$ cat src/rtl/regfile_dump_pkg.sv
// Shared core constants and the encoding of the register-dump FSM.
// Imported by the dump interface, the dump engine and its testbench.
package regfile_dump_pkg;

    localparam int CORE_XLEN     = 32;
    localparam int CORE_NUM_REGS = 32;

    typedef enum logic [1:0] {
        IDLE,
        RUN,
        DRAIN
    } dump_state_t;

endpackage

$ cat src/rtl/regfile_dump_if.sv
// Valid/ready stream carrying one register value and its index per beat.
// The dump engine is the master; the debug/trace consumer is the slave.
interface regfile_dump_if #(
    parameter int XLEN   = regfile_dump_pkg::CORE_XLEN,
    parameter int ADDR_W = $clog2(regfile_dump_pkg::CORE_NUM_REGS)
);

    logic              out_valid;
    logic              out_ready;
    logic [XLEN-1:0]   out_data;
    logic [ADDR_W-1:0] out_index;
    logic              out_last;

    modport master (
        output out_valid,
        output out_data,
        output out_index,
        output out_last,
        input  out_ready
    );

    modport slave (
        input  out_valid,
        input  out_data,
        input  out_index,
        input  out_last,
        output out_ready
    );

endinterface

$ cat src/rtl/regfile_dump.sv
// Walks register addresses 0..NUM_REGS-1 through a spare combinational read
// port and streams each value out through a single-entry output register.
module regfile_dump
    import regfile_dump_pkg::*;
#(
    parameter int XLEN     = CORE_XLEN,
    parameter int NUM_REGS = CORE_NUM_REGS,
    parameter int ADDR_W   = $clog2(NUM_REGS)
) (
    input  logic              clk,
    input  logic              reset,
    input  logic              start,
    output logic              busy,
    output logic              done,
    output logic [ADDR_W-1:0] rf_addr,
    input  logic [XLEN-1:0]   rf_data,
    regfile_dump_if.master    dump
);

    localparam logic [ADDR_W-1:0] LAST_IDX = ADDR_W'(NUM_REGS - 1);

    dump_state_t       state_q, state_d;
    logic [ADDR_W-1:0] idx_q, idx_d;
    logic              out_valid_q, out_valid_d;
    logic [XLEN-1:0]   out_data_q, out_data_d;
    logic [ADDR_W-1:0] out_index_q, out_index_d;
    logic              out_last_q, out_last_d;
    logic              done_q, done_d;

    logic load;
    logic accept;
    logic at_last;

    // A beat, once presented, stays frozen until the consumer takes it.
    assign accept  = out_valid_q && dump.out_ready;
    assign load    = (state_q == RUN) && (!out_valid_q || dump.out_ready);
    assign at_last = (idx_q == LAST_IDX);

    always_comb begin
        // NOTE: every next-state signal is given its hold value first, so no
        // path through the case statement can leave one unassigned (latch).
        state_d     = state_q;
        idx_d       = idx_q;
        out_valid_d = out_valid_q;
        out_data_d  = out_data_q;
        out_index_d = out_index_q;
        out_last_d  = out_last_q;
        done_d      = 1'b0;

        unique case (state_q)
            IDLE: begin
                idx_d = '0;
                if (start) begin
                    state_d = RUN;
                end
            end
            RUN: begin
                if (load) begin
                    out_valid_d = 1'b1;
                    out_data_d  = rf_data;
                    out_index_d = idx_q;
                    out_last_d  = at_last;
                    // Stop on the last address instead of wrapping idx.
                    if (at_last) begin
                        state_d = DRAIN;
                    end else begin
                        idx_d = idx_q + ADDR_W'(1);
                    end
                end
            end
            DRAIN: begin
                if (accept) begin
                    out_valid_d = 1'b0;
                    done_d      = 1'b1;
                    state_d     = IDLE;
                end
            end
            default: begin
                state_d = IDLE;
            end
        endcase
    end

    always_ff @(posedge clk) begin
        // NOTE: non-blocking assignments make every register sample the
        // pre-edge values together, independent of statement order.
        if (reset) begin
            state_q     <= IDLE;
            idx_q       <= '0;
            out_valid_q <= 1'b0;
            out_data_q  <= '0;
            out_index_q <= '0;
            out_last_q  <= 1'b0;
            done_q      <= 1'b0;
        end else begin
            state_q     <= state_d;
            idx_q       <= idx_d;
            out_valid_q <= out_valid_d;
            out_data_q  <= out_data_d;
            out_index_q <= out_index_d;
            out_last_q  <= out_last_d;
            done_q      <= done_d;
        end
    end

    assign busy           = (state_q != IDLE);
    assign done           = done_q;
    assign rf_addr        = (state_q == RUN) ? idx_q : '0;
    assign dump.out_valid = out_valid_q;
    assign dump.out_data  = out_data_q;
    assign dump.out_index = out_index_q;
    assign dump.out_last  = out_last_q;

endmodule

$ cat src/flat_wrapper.sv
// flat-port wrapper written by rule: the top's interface ports become plain ports
module regfile_dump_flat import regfile_dump_pkg::*;
#(
    parameter int XLEN     = CORE_XLEN,
    parameter int NUM_REGS = CORE_NUM_REGS,
    parameter int ADDR_W   = $clog2(NUM_REGS)
)
  (clk, reset, start, busy, done, rf_addr, rf_data, dump_out_valid, dump_out_data, dump_out_index, dump_out_last, dump_out_ready);
  regfile_dump_if #(.XLEN(XLEN), .ADDR_W(ADDR_W)) dump_i ();
  input  logic clk;
  input  logic reset;
  input  logic start;
  output logic busy;
  output logic done;
  output logic [ADDR_W-1:0] rf_addr;
  input  logic [XLEN-1:0] rf_data;
  output wire logic [$bits(dump_i.out_valid)-1:0] dump_out_valid;
  output wire logic [$bits(dump_i.out_data)-1:0] dump_out_data;
  output wire logic [$bits(dump_i.out_index)-1:0] dump_out_index;
  output wire logic [$bits(dump_i.out_last)-1:0] dump_out_last;
  input wire logic [$bits(dump_i.out_ready)-1:0] dump_out_ready;
  assign dump_out_valid = dump_i.out_valid;
  assign dump_out_data = dump_i.out_data;
  assign dump_out_index = dump_i.out_index;
  assign dump_out_last = dump_i.out_last;
  assign dump_i.out_ready = dump_out_ready;
  regfile_dump #(.XLEN(XLEN), .NUM_REGS(NUM_REGS), .ADDR_W(ADDR_W)) u_core (.clk(clk), .reset(reset), .start(start), .busy(busy), .done(done), .rf_addr(rf_addr), .rf_data(rf_data), .dump(dump_i));
endmodule
$ cat config.mk
export PLATFORM = sky130hd
export DESIGN_NAME = regfile_dump_flat
export DESIGN_NICKNAME = d
export VERILOG_FILES = /design/src/rtl/regfile_dump_pkg.sv /design/src/rtl/regfile_dump_if.sv /design/src/rtl/regfile_dump.sv /design/src/flat_wrapper.sv
export SDC_FILE = /design/constraint.sdc
export NUM_CORES = 1
export LEC_CHECK = 0
export ABC_AREA = 0
export CAP_MARGIN = 30
export CELL_PAD_IN_SITES_DETAIL_PLACEMENT = 1
export CELL_PAD_IN_SITES_GLOBAL_PLACEMENT = 1
export CORE_MARGIN = 2
export CORE_UTILIZATION = 27
export DETAILED_ROUTE_END_ITERATION = 16
export GPL_ROUTABILITY_DRIVEN = 0
export PLACE_DENSITY_LB_ADDON = 0.12
export SLEW_MARGIN = 40
export SYNTH_ARGS = -nofsm -noshare
export SYNTH_HDL_FRONTEND = slang
export SYNTH_SLANG_ARGS = --single-unit
$ cat constraint.sdc
create_clock -name clk -period 2 [get_ports clk]
set_clock_uncertainty 0.1 [all_clocks]
set_input_delay 0.5 -clock clk [delete_from_list [all_inputs] [get_ports clk]]
set_output_delay 0.5 -clock clk [all_outputs]
set_load 0.02 [all_outputs]
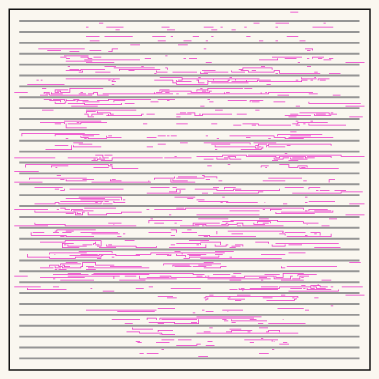
*Metal 1, run 1*
(4 px per um) Supply wires on this layer in gray.
main direction = horizontal
longest straight run = 29.4 um
share of all routed wire = 47%
nets with wire on the layer = 316
wire length on this layer = 2,970 um

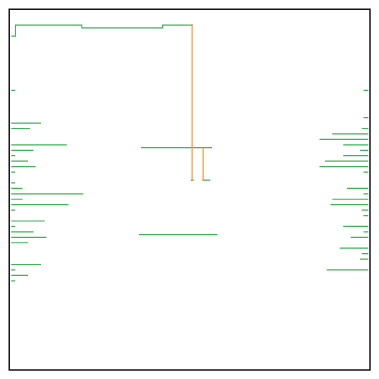
*Signal wires by layer, run 1*
(4 px per um) Two of the layers only.
met4 -> orange  # wire length 46.9 um
met3 -> green  # wire length 324 um

==> job_summary.md, run 1 <==
### Metrics collected by this job

| Metric | Value |
|---|---|
| Number of port buffers | `81` |
| Routed WL | `6.268 mm` |
| DP HPWL | `4.319 mm` |
| Cells after Synth | `237` |
| Distinct lib cells | `27` |
| Combinational power share | `0.451` |
| Largest fanout on the critical path | `7` |
| TNS Setup | `0 ns` |
| Worst Setup EP | `rf_addr[4]` |
| GRT overflow | `0` |
| Vias in the first global route | `2,043` |
| Root Buffer | `clkbuf_8` |
| Yosys stat cell total | `237` |
| Status | `completed` |
| Initial DRT Pass Iterations | `4` |
| Worst setup EP type | `primary output` |
| Synthesized cell area | `1988 um^2` |
| Seq pwr share | `0.344` |
| Initial DRC Count | `59` |
| Worst r2r src | `u_core.idx_q[0]` |
| Chip area | `8066 um^2` |
| Crit path cell chain | `inv_1 > ha_4 > and2_1 > clkdlybuf4s15_2` |
| Minimum clock period | `1.926 ns` |
| Final worst slack | `0.07374 ns` |
| All-layer global routing usage | `0.1552` |
| Hold/Removal Path Class | `flip-flop to flip-flop` |
| Clock slew at reported path FFs | `0.09 ns` |
| Final period util | `0.9631` |
| Core footprint | `7176 um^2` |
| Slew HR | `0.7734` |
| Die y size | `89.81 um` |
| Share of post-route cells with drive strength above 1 | `0.1156` |
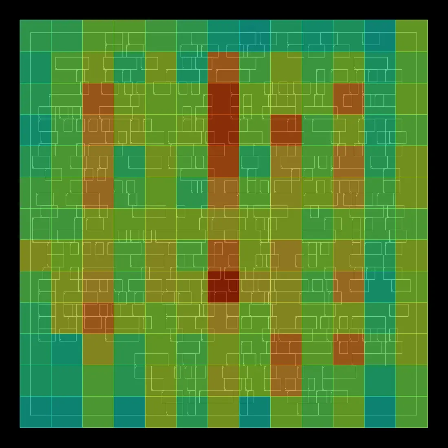
*Routing congestion, run 1*
GR met2 Demand/Resource: 0.2513
global routing's busiest layer: met2

run 1: cell type report:
| cell class | count | area, um^2 |
|---|---|---|
| fillers | 810 | 4071 |
| flip-flops and latches | 47 | 942.2 |
| well taps | 99 | 123.9 |
| multi-input cells | 161 | 943.4 |
| inverters | 6 | 22.52 |
| repair buffers | 98 | 950.9 |
| clock inverters | 2 | 38.79 |
| clock buffers | 6 | 82.58 |
run 1: state kept, by name, indices dropped and copies added (netlist names):
signal,flops
u_core.dump.out_index,5
u_core.done,1
u_core.dump.out_data,32
u_core.state_q,2
u_core.dump.out_valid,1
u_core.idx_q,5
u_core.dump.out_last,1
run 1: cells by family after synthesis:
group / Yosys count / share of synthesized area
buf+inv: 29 / 0.06230
fa+ha+maj: 6 / 0.03776
mux: 2 / 0.01007
flops: 47 / 0.4733
compound gates: 89 / 0.2379
simple gates: 64 / 0.1787
run 1: worst min path at each step:
stage / slack [ns] / endpoint / cells past startpoint / from
after detailed placement: 0.37 / u_core.dump.out_data[29] / 2 / u_core.dump.out_data[29]
final: 0.38 / u_core.dump.out_data[31] / 2 / u_core.dump.out_data[31]
after global routing: 0.40 / u_core.dump.out_index[2] / 2 / reset
after global placement: 0.36 / u_core.dump.out_data[12] / 2 / u_core.dump.out_data[12]
after CTS: 0.38 / u_core.dump.out_data[29] / 2 / u_core.dump.out_data[29]
after floorplan: 0.37 / u_core.state_q[1] / 2 / u_core.state_q[1]
run 1: critical path, delay by kind of cell (launching register included):
family	cells	cell delay [ns]
flip-flops	1	0.33
adder cells (fa/ha/maj)	1	0.18
buffers and inverters	2	0.38
AND/OR/NAND/NOR	1	0.14
run 1: cells in the mapped netlist (all sizes together):
cell type | count | share of area
dfxtp | 47 | 0.47
a21oi | 44 | 0.11
nand3 | 40 | 0.10
o21ai | 37 | 0.093
clkbuf | 13 | 0.025
buf | 10 | 0.026
nand2b | 7 | 0.022
ha | 6 | 0.038
inv | 6 | 0.011
and2 | 5 | 0.016
nor2b | 3 | 0.013
o211ai | 3 | 0.011
mux2i | 2 | 0.010
nand2 | 2 | 0.0038
o31ai | 2 | 0.0075
or4 | 2 | 0.0075
a211oi | 1 | 0.0038
a21o | 1 | 0.0038
a221oi | 1 | 0.0075
and3 | 1 | 0.0031
nor2 | 1 | 0.0019
nor3b | 1 | 0.0038
or2b | 1 | 0.0038
or3 | 1 | 0.0031
run 1: stage by stage:
stage               hold WS [ns]  instance area [um^2]
floorplan                 0.3658                  1988
global placement          0.3612                  2959
detailed placement        0.3683                  2959
CTS                       0.3820                  3084
global route              0.3982                  3104
finish                    0.3794                  3104
run 1: power groups by stage:
stage	sequential [uW]	clock [uW]	combinational (uW)
3_3_place_gp	1260	0	1600
2_1_floorplan	1470	0	664
4_1_cts	1250	772	1620
3_5_place_dp	1260	0	1630
6_report	1250	745	1640
5_1_grt	1280	818	1790
run 1: layer usage:
metal,GRT usage,part of all wire
met1,0.2039,0.47
met2,0.2513,0.47
met3,0.04526,0.052
met4,0.03974,0.0073
met5,0,0
run 1: what timing repair did:
item                                    CTS  global route
hold endpoints to repair                  0             0
endpoints found under the setup margin    8            28
gates resized                            15             9
==> inputs of run 2 (changes only) <==
MAX_ROUTING_LAYER = met4   (was not set)
clock period = 1.7 ns   (was 2 ns; I/O delays follow)
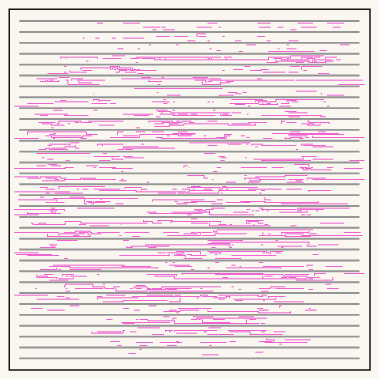
*Metal 1, run 2*
(4 px per um) Supply wires on this layer in gray.
main direction = horizontal
nets with wire on the layer = 335
routing usage on met1: 0.2051
routed vias: 2,099

==> run 2 against run 1 <==
Area after synthesis unchanged. Global-route usage up 1.0 points. Clock power down 3.1%. Sequential cell count unchanged. Sequential share of layout area down 1.1 points. Critical path type is now flip-flop to flip-flop. Largest cell class unchanged. Largest power group unchanged.
==> job_summary.md, run 2 <==
### Metrics collected by this job

| Metric | Value |
|---|---|
| Hold/Removal Path Class | `flip-flop to flip-flop` |
| Largest net degree at the start of global routing | `30` |
| All-layer global routing usage | `0.1652` |
| Core footprint | `7176 um^2` |
| Number of port buffers | `81` |
| Crit path cell chain | `ha_4 > and3_4 > ha_4 > nand2b_4 > buf_6 > or3_1 > a21oi_1` |
| Root Buffer | `clkbuf_8` |
| Die y size | `89.81 um` |
| Initial DRT Pass Iterations | `4` |
| Count leader, synth | `dfxtp_1` |
| Number of flip-flops in the largest register | `32` |
| Cells after Synth | `237` |
| Dominant cells by area after synthesis | `dfxtp_1, a21oi_1, nand3_1` |
| Chip area | `8066 um^2` |
| Initial DRC Count | `73` |
| Top FF cell, synth | `dfxtp_1` |
| Area leader share | `0.4733` |
| Minimum clock period | `1.697 ns` |
| Slew HR | `0.6870` |
| Fillers | `847` |
| Status | `completed` |
| Worst setup EP type | `flip-flop` |
| Worst r2r src | `u_core.idx_q[0]` |
| Synthesized cell area | `1988 um^2` |
| Distinct lib cells | `27` |
| Count of library flops with an enable pin | `0` |
| Routed WL | `6.443 mm` |
| Final period util | `0.9982` |
| Share of post-route cells with drive strength above 1 | `0.2006` |
| Vias in the first global route | `2,201` |
| Synth async-reset ratio | `0` |
| Site row count | `31` |
| Largest fanout on the critical path | `5` |
| Clock slew at reported path FFs | `0.09 ns` |
| Yosys stat cell total | `237` |
| Worst Setup EP | `u_core.idx_q[0]` |
## run 2: cell count changes in the layout (fill, tap and decap cells not counted), sizes merged, moves of 2 or more
cell	before	now
dlygate4sd2	0	40
clkdlybuf4s50	73	34
buf	18	38
clkdlybuf4s15	4	0
clkbuf	8	6
## run 2: worst min path at each step
stage | startpoint | endpoint | slack, ns | cells past startpoint
6_report | u_core.dump.out_data[23] | u_core.dump.out_data[23] | 0.38 | 2
5_1_grt | u_core.dump.out_data[8] | u_core.dump.out_data[8] | 0.40 | 2
4_1_cts | u_core.dump.out_data[23] | u_core.dump.out_data[23] | 0.38 | 2
3_5_place_dp | u_core.dump.out_data[19] | u_core.dump.out_data[19] | 0.37 | 2
3_3_place_gp | u_core.dump.out_data[28] | u_core.dump.out_data[28] | 0.36 | 2
2_1_floorplan | u_core.state_q[1] | u_core.state_q[1] | 0.37 | 2
## run 2: logic make-up after synthesis
logic type,synth area share
buf+inv,0.06230
compound gates,0.2379
fa+ha+maj,0.03776
mux,0.01007
flops,0.4733
simple gates,0.1787
## run 2: routing by layer
metal  up-vias  wire length [um]  global-route usage
met5         -                 0                   -
met1      1008              3032              0.2051
met3         2               294             0.04359
li1       1028                 -                   -
met4         0                17             0.02692
met2        61              3098              0.2765
## run 2: layout make-up
type,instances,area [um^2],area share
flip-flops and latches,47,945.9,0.2926
clock inverters,2,16.27,0.005031
inverters,6,22.52,0.006966
multi-input cells,161,1010,0.3123
repair buffers,112,1032,0.3193
well taps,99,123.9,0.03831
clock buffers,6,82.58,0.02554
## run 2: stage by stage
step                      area, um^2  setup WS (ns)  hold slack (ns)
after floorplan                 2012       -0.03021           0.3658
after global placement          3069        -0.1562           0.3589
after detailed placement        3069        -0.1864           0.3688
after CTS                       3178       -0.02892           0.3813
after global routing            3233       -0.06074           0.4027
final                           3233       0.003143           0.3777
## run 2: critical path, delay by kind of cell, from the launching register on
family,cells,cell delay [ns]
compound gates,1,0.13
fa+ha+maj,2,0.30
buf+inv,1,0.12
flops,1,0.34
simple gates,3,0.63
## run 2: what timing repair did
| item | 4_1_cts | 5_1_grt |
|---|---|---|
| gates cloned | 0 | 0 |
| gates resized | 81 | 20 |
| pin swaps | 5 | 7 |
| buffers inserted | 2 | 0 |
| endpoints found under the setup margin | 90 | 26 |
## run 2: report_power, final
part / internal (uW) / total (uW) / switching (uW)
Sequential: 1340 / 1460 / 125
Clock: 333 / 722 / 390
Combinational: 898 / 2030 / 1130
==> inputs of run 3 (changes only) <==
GPL_ROUTABILITY_DRIVEN = 1   (was 0)
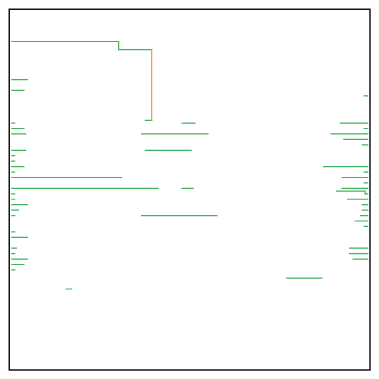
*Signal wires by layer, run 3*
(4 px per um) Two of the layers only.
met4 -> orange  # wire length 17.7 um
met3 -> green  # wire length 295 um
all-layer global routing usage: 0.1652
Routed wire per std cell: 14.88 um
Routed WL: 6.443 mm

==> run 3 against run 2 <==
Utilization is the same. Routed wire length is the same. Register-to-register slack is essentially flat. Clock-buffer cell count is the same. Maximum frequency is the same. Sequential cell count is the same. Via count is the same. Critical path depth is the same. Design area is the same. Non-clock buffer count is the same. Critical path type unchanged.
==> job_summary.md, run 3 <==
### Metrics collected by this job

| Metric | Value |
|---|---|
| Fillers | `847` |
| Distinct lib cells | `27` |
| Minimum clock period | `1.697 ns` |
| Sw Share | `0.3902` |
| Final period util | `0.9982` |
| Seq pwr share | `0.347` |
| Hold/Removal Path Class | `flip-flop to flip-flop` |
| Count of library flops with an enable pin | `0` |
| Top cells by count, synth | `dfxtp_1, a21oi_1, nand3_1` |
| Mux frac, synth | `0.01007` |
| Area leader share | `0.4733` |
| Share of post-route cells with drive strength above 1 | `0.2006` |
| Chip area | `8066 um^2` |
| Clk pwr share | `0.171` |
| Core footprint | `7176 um^2` |
| Slew HR | `0.6870` |
| Routed vias | `2,099` |
| Top FF cell, synth | `dfxtp_1` |
| Die y size | `89.81 um` |
| Combinational power share | `0.481` |
| Hold Slack | `0.3777 ns` |
| Largest fanout on the critical path | `5` |
| Initial DRT Pass Iterations | `4` |
| GRT overflow | `0` |
| Crit path cell chain | `ha_4 > and3_4 > ha_4 > nand2b_4 > buf_6 > or3_1 > a21oi_1` |
| Hold Path Cell Cnt | `2` |
| Clock slew at reported path FFs | `0.09 ns` |
| Number of flip-flops in the largest register | `32` |
| Cells after Synth | `237` |
| Root Buffer | `clkbuf_8` |
| Antenna violations before repair | `0` |
| Worst setup EP type | `flip-flop` |
| Vias in the first global route | `2,201` |
| Largest net degree at the start of global routing | `30` |
| Yosys stat cell total | `237` |
| P_sw | `1645 uW` |
| Total CTS buffers | `5` |
| Count leader, synth | `dfxtp_1` |
| Fa+ha+maj area frac | `0.03776` |
| Top non-seq family | `AND-OR/OR-AND gates` |
| Ao+oa area frac | `0.2379` |
| Dominant cells by area after synthesis | `dfxtp_1, a21oi_1, nand3_1` |
| Status | `completed` |
| Post-synth top area cell | `dfxtp_1` |
| DP HPWL | `4.569 mm` |
| Internal Pwr Total | `2570 uW` |
| XOR Share, Synth | `0` |
run 3: area by class of cell:
type	instances	area, um^2	share of cell area
clock buffer	6	82.58	0.02554
tap	99	123.9	0.03831
clock inverter	2	16.27	0.005031
sequential	47	945.9	0.2926
timing repair buffer	112	1032	0.3193
multi-input combinational	161	1010	0.3123
inverter	6	22.52	0.006966
run 3: path summary, 6_finish.rpt:
path	slack, ns	startpoint	end
worst min register to register	0.38	u_core.dump.out_data[23]	u_core.dump.out_data[23]
worst max register to register	0.003	u_core.idx_q[0]	u_core.idx_q[0]
worst max-delay path	0.003	u_core.idx_q[0]	u_core.idx_q[0]
worst min-delay path	0.38	u_core.dump.out_data[23]	u_core.dump.out_data[23]
run 3: cells by family after synthesis:
family,count (synthesis)
buffers and inverters,29
muxes,2
AOI/OAI and AO/OA,89
DFF,47
and+or+nand+nor,64
adders and majority gates,6
run 3: routing by layer:
layer / up-vias / global-route usage / part of all wire
met4: 0 / 0.02692 / 0.0026
met1: 1008 / 0.2051 / 0.47
met5: - / - / 0
met3: 2 / 0.04359 / 0.046
li1: 1028 / - / -
met2: 61 / 0.2765 / 0.48
run 3: per-stage QoR:
stage / cells / worst slack [ns] / setup TNS, ns / util / cell area [um^2]
floorplan: 237 / -0.03021 / -0.03021 / - / 2012
global placement: 423 / -0.1562 / -6.567 / 0.4277 / 3069
detailed placement: 423 / -0.1864 / -7.290 / 0.4277 / 3069
CTS: 433 / -0.02892 / -0.1173 / 0.4429 / 3178
global route: 433 / -0.06074 / -0.4516 / 0.4506 / 3233
finish: 433 / 0.003143 / 0 / 0.4506 / 3233
run 3: power groups by stage:
stage          combinational, uW  clock, uW  sequential [uW]
2_1_floorplan                801          0             1730
3_3_place_gp                1990          0             1480
3_5_place_dp                2020          0             1490
4_1_cts                     1980        752             1470
5_1_grt                     2230        806             1500
6_report                    2030        722             1460
run 3: timing repair:
| item | in CTS | in global routing |
|---|---|---|
| gates resized | 81 | 20 |
| setup buffers | 2 | 0 |
| pin swaps | 5 | 7 |
| endpoints found under the setup margin | 90 | 26 |
run 3: critical path: cells and delay by family, from the launching register on:
| kind | cells | cell delay (ns) |
|---|---|---|
| AND-OR/OR-AND | 1 | 0.13 |
| adder cells (fa/ha/maj) | 2 | 0.30 |
| buffers and inverters | 1 | 0.12 |
| flip-flops | 1 | 0.34 |
| AND/OR/NAND/NOR | 3 | 0.63 |
Power is estimated from default activity; no workload was simulated.
